## src/rtl/demux1x4_stream.sv

```systemverilog
// Registered 1-to-4 stream demultiplexer.
// One input word is steered by {S1_i,S0_i} into one of four single-entry
// lane registers; each lane has an independent valid/ready handshake so a
// stalled consumer never blocks the other lanes.
module demux1x4_stream #(
    parameter int width = 4,
    parameter int CNT_W = 8
) (
    input  logic             clk_i,
    input  logic             rst_i,
    input  logic [width-1:0] A_i,
    input  logic             S0_i,
    input  logic             S1_i,
    input  logic             valid_i,
    output logic             ready_o,
    output logic [width-1:0] Y0_o,
    output logic [width-1:0] Y1_o,
    output logic [width-1:0] Y2_o,
    output logic [width-1:0] Y3_o,
    output logic             valid0_o,
    output logic             valid1_o,
    output logic             valid2_o,
    output logic             valid3_o,
    input  logic             ready0_i,
    input  logic             ready1_i,
    input  logic             ready2_i,
    input  logic             ready3_i,
    output logic [CNT_W-1:0] cnt_o
);

    logic [1:0]       sel;
    logic [3:0]       lane_rdy;
    logic             accept;

    logic [width-1:0] y_q [4];
    logic [width-1:0] y_d [4];
    logic [3:0]       v_q;
    logic [3:0]       v_d;
    logic [CNT_W-1:0] cnt_q;
    logic [CNT_W-1:0] cnt_d;

    assign sel      = {S1_i, S0_i};
    assign lane_rdy = {ready3_i, ready2_i, ready1_i, ready0_i};

    // Selected lane can take a word if it is empty or being drained this cycle.
    assign ready_o = !rst_i && (!v_q[sel] || lane_rdy[sel]);
    assign accept  = valid_i && ready_o;

    // Next state: drain every lane whose consumer takes it, then load the
    // selected lane on accept (a load overrides a same-cycle drain).
    always_comb begin
        y_d   = y_q;
        v_d   = v_q & ~lane_rdy;
        cnt_d = cnt_q;
        if (accept) begin
            y_d[sel] = A_i;
            v_d[sel] = 1'b1;
            cnt_d    = cnt_q + CNT_W'(1);
        end
    end

    // State registers with synchronous reset discarding any held words.
    always_ff @(posedge clk_i) begin
        if (rst_i) begin
            for (int unsigned k = 0; k < 4; k++) begin
                y_q[k] <= '0;
            end
            v_q   <= '0;
            cnt_q <= '0;
        end else begin
            y_q   <= y_d;
            v_q   <= v_d;
            cnt_q <= cnt_d;
        end
    end

    assign Y0_o     = y_q[0];
    assign Y1_o     = y_q[1];
    assign Y2_o     = y_q[2];
    assign Y3_o     = y_q[3];
    assign valid0_o = v_q[0];
    assign valid1_o = v_q[1];
    assign valid2_o = v_q[2];
    assign valid3_o = v_q[3];
    assign cnt_o    = cnt_q;

endmodule

```

## config.mk

```make
export PLATFORM = sky130hd
export DESIGN_NAME = demux1x4_stream
export DESIGN_NICKNAME = d
export VERILOG_FILES = /design/src/rtl/demux1x4_stream.sv
export SDC_FILE = /design/constraint.sdc
export NUM_CORES = 1
export LEC_CHECK = 0
export CAP_MARGIN = 20
export CORE_MARGIN = 3
export CORE_UTILIZATION = 25
export CTS_BUF_LIST = sky130_fd_sc_hd__clkbuf_16
export DETAILED_ROUTE_END_ITERATION = 10
export PLACE_DENSITY_LB_ADDON = 0.08
export SETUP_SLACK_MARGIN = 0.4
export SYNTH_ARGS = -nofsm -noshare
export SYNTH_HDL_FRONTEND = slang
export SYNTH_SLANG_ARGS = --single-unit
```

## constraint.sdc

```tcl
create_clock -name clk_i -period 3.47 [get_ports clk_i]
set_input_delay 0.694 -clock clk_i [delete_from_list [all_inputs] [get_ports clk_i]]
set_output_delay 0.694 -clock clk_i [all_outputs]
set_load 0.02 [all_outputs]
```

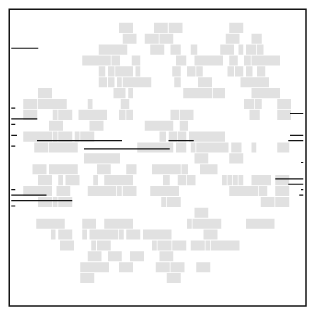
Run 1: signal wires on met3
(4 px per um) Cells faint in the background.
- main direction: horizontal
- wire length on this layer: 110 um
- longest straight run: 21.2 um
- nets with wire on the layer: 19

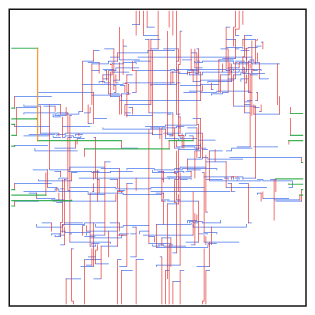
Run 1: routed metal, one color a layer
(4 px per um)
- blue: met1 (wire length 1410 um)
- orange: met4 (wire length 23.1 um)
- red: met2 (wire length 1390 um)
- green: met3 (wire length 110 um)

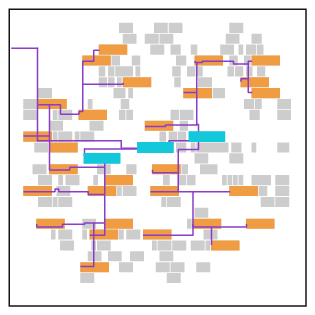
Run 1: clock network drawn from the DEF
(4 px per um)
- cyan: cells driving clock nets (count 3)
- purple: clock wires (length 404 um)
- orange: flip-flops (count 28)
- routed clock nets: 4

==> impl_metrics.toml, run 1 <==
# generated from flow reports
[outcome]
status = "completed"

[power]
comb-power_w = 0.0000732
pg_seq_w = 0.000333
vdd_drop_max_mv = 0.2696
netSwitchingPower_w = 0.0001531

[logic_synthesis]
yosys_area_sq_um = 1150
top_cells_by_count = "dfxtp_1 (28), nor2_1 (21), mux2i_1 (16), a21oi_1 (8)"
ys_types = 26

[clock_network]
path_clk_slew_ns = 0.07
post_cts_buffers = 0

[global_route]
grt_pass1_vias = 967

[floorplan]
initial_utilization_pct = 26.23
core_region_area_sq_um = 4384

[placed_design]
dp_slack_ns = 0.2967
hpwlAfterDp_um = 2185

[routing]
vias = 1005

[final_timing]
tns_ns = 0
finalHoldViolations = 0
setup_violations = 0

[min_path]
hold_path.class = "flop to flop"

[setup_path]
cp_max_fo = 4
worstSetupPathType = "input pin to output pin"

[final_layout]
combGateArea_sq_um = 563.0
[run 1: per-layer routing]
metal | track usage [%] | wire length [um] | up-vias
met2 | 17.52 | 1393 | 22
met4 | 3.018 | 23 | 0
met5 | 0 | 0 | -
li1 | - | - | 511
met3 | 3.694 | 109 | 2
met1 | 14.36 | 1411 | 470
[run 1: sequential cells by signal, summed over array words and instances (netlist names)]
| signal | flops |
|---|---|
| cnt_o | 8 |
| Y0_o | 4 |
| Y1_o | 4 |
| Y2_o | 4 |
| Y3_o | 4 |
| v_q | 4 |
[run 1: cells by family after synthesis]
group	after synthesis	share of synthesized area [%]
and+or+nand+nor	48	22.63
DFF	28	48.75
AOI/OAI and AO/OA	18	9.358
muxes	17	15.89
buffers and inverters	7	2.285
adders and majority gates	1	1.088
[run 1: worst max-delay path, delay by kind of cell]
kind / cells / cell delay [ns]
buffers and inverters: 2 / 0.87
muxes: 1 / 0.53
and+or+nand+nor: 1 / 0.09
[run 1: cell usage in the layout (no fill, tap or decap), types with 2 or more instances in the layout]
cell type / synthesis / final
a21oi_1: 8 / 8
buf_4: 0 / 4
clkbuf_16: 0 / 3
clkdlybuf4s50_1: 0 / 40
dfxtp_1: 28 / 28
inv_1: 2 / 2
mux2i_1: 16 / 16
nand2_1: 2 / 2
nand2b_1: 2 / 2
nand3_1: 3 / 3
nand4_1: 4 / 4
nor2_1: 21 / 21
nor2b_1: 5 / 5
o21ai_0: 5 / 5
o31ai_1: 2 / 2
or3_1: 4 / 4
or4_1: 2 / 2
[run 1: metrics by stage]
| stage | util [%] | power (W) |
|---|---|---|
| after floorplan | - | 0.0003732 |
| after global placement | 37.33 | 0.0004142 |
| after detailed placement | 37.33 | 0.0004150 |
| after CTS | 39.10 | 0.0006847 |
| after global routing | 39.10 | 0.0007022 |
| final | 39.10 | 0.0006737 |
--- run 2 (diff from run 1) ---
clock period = 2.8 ns   (was 3.47 ns; I/O delays follow)
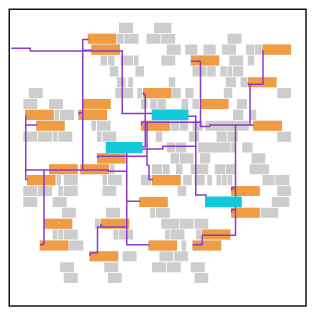
Run 2: clock network drawn from the DEF
(4 px per um)
- purple: clock wires (length 411 um)
- cyan: cells driving clock nets (count 3)
- orange: flip-flops (count 28)
- routed clock nets: 4

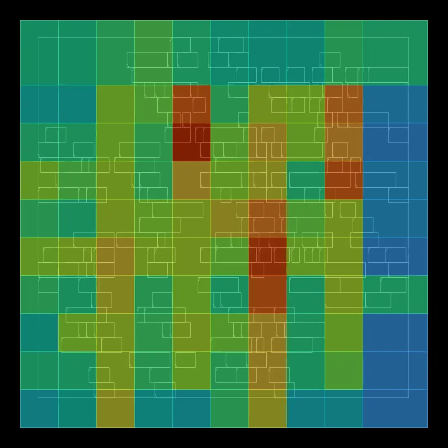
Run 2: congestion heat map
GRT met3 Usage: 4.104%
wire per inst: 13.37 um
gr busiest metal: met2
fin util: 40.95%
GR Layer Usage met2: 18.70%

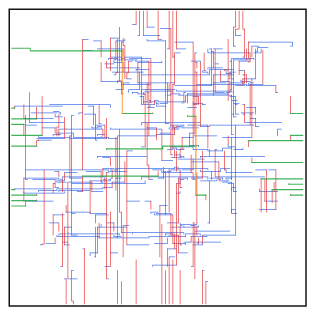
Run 2: routed metal, one color a layer
(4 px per um)
- red: met2 (wire length 1480 um)
- orange: met4 (wire length 35.4 um)
- blue: met1 (wire length 1260 um)
- green: met3 (wire length 179 um)

==> impl_metrics.toml, run 2 <==
# generated from flow reports
[final_layout]
final_cell_count_no_fill = 221
largest_register_ffs = 8
lay_top_count = "clkdlybuf4s50_1"
combGateArea_sq_um = 565.5
layout_top_cells = "clkdlybuf4s50_1 (35), dfxtp_1 (28), nor2_1 (21)"

[setup_path]
r2r_end = "cnt_o[7]"
critPathTopFamily = "buffers and inverters"
crit_buf_inv = 2
cp_max_fo = 2
worstSetupPathType = "input pin to output pin"

[placed_design]
dp_slack_ns = -0.07944
hpwlAfterDp_um = 2215
placed_area_sq_um = 1682

[clock_network]
htree_levels = 1
path_clk_slew_ns = 0.07

[power]
netSwitchingPower_w = 0.0001934
power_w = 0.0009338
vdd_drop_max_mv = 0.2726
pg_seq_w = 0.000413
comb-power_w = 0.0000938

[min_path]
hold_path.class = "flop to flop"

[global_route]
grt_pass1_vias = 987
track_usage_pct = 11.65

[routing]
postRouteAntennaNets = 0
vias = 1017

[outcome]
status = "completed"

[logic_synthesis]
yosys_area_sq_um = 1150
top_cells_by_count = "dfxtp_1 (28), nor2_1 (21), mux2i_1 (16), a21oi_1 (8)"

[floorplan]
initial_utilization_pct = 26.23
core_region_area_sq_um = 4384

[final_timing]
setup_violations = 0
finalHoldViolations = 0
tns_ns = 0
fin_skew_ns = 0.002977
drv_slew = 0
==> run 2: worst max path at each step <==
| stage | depth (start not counted) | slack, ns | from | endpoint |
|---|---|---|---|---|
| after global routing | 4 | 0.55 | S1_i | ready_o |
| after CTS | 5 | 0.40 | ready3_i | ready_o |
| final | 4 | 0.62 | S1_i | ready_o |
| after detailed placement | 4 | -0.08 | S0_i | ready_o |
| after floorplan | 4 | 0.63 | ready1_i | ready_o |
| after global placement | 4 | -0.09 | S0_i | ready_o |
==> run 2: cell families after synthesis <==
kind of cell | after synthesis | share of synthesized area, %
AND/OR/NAND/NOR | 48 | 22.63
buffers and inverters | 7 | 2.285
multiplexers | 17 | 15.89
AND-OR/OR-AND | 18 | 9.358
flip-flops | 28 | 48.75
adder cells (fa/ha/maj) | 1 | 1.088
==> run 2: layout make-up <==
| class | instances | area share, % |
|---|---|---|
| inverter | 2 | 0.4181 |
| clock inverter | 1 | 1.672 |
| tap | 52 | 3.624 |
| multi-input combinational | 84 | 31.50 |
| timing repair buffer | 51 | 27.39 |
| sequential | 28 | 31.22 |
| clock buffer | 3 | 4.181 |
==> run 2: routing by layer <==
layer	vias to the layer above	share of wire (%)	global-route usage, %
met5	-	0	0
met4	0	1.2	3.622
met3	5	6.1	4.104
met2	23	50	18.70
met1	466	43	14.55
li1	523	-	-
==> run 2: worst register-to-register path: stages (launching register included) <==
cell and delay (ns):
dfxtp_1 0.33, nor2b_1 0.13, mux4_2 0.47, buf_4 0.20, or4_1 0.50, a21oi_1 0.14
==> run 2: what timing repair did <==
| action | 4_1_cts | 5_1_grt |
|---|---|---|
| pin swaps | 0 | 1 |
| setup endpoints to repair | 1 | 1 |
| buffers inserted | 0 | 0 |
| resized | 6 | 5 |
Power is estimated from default activity; no workload was simulated.
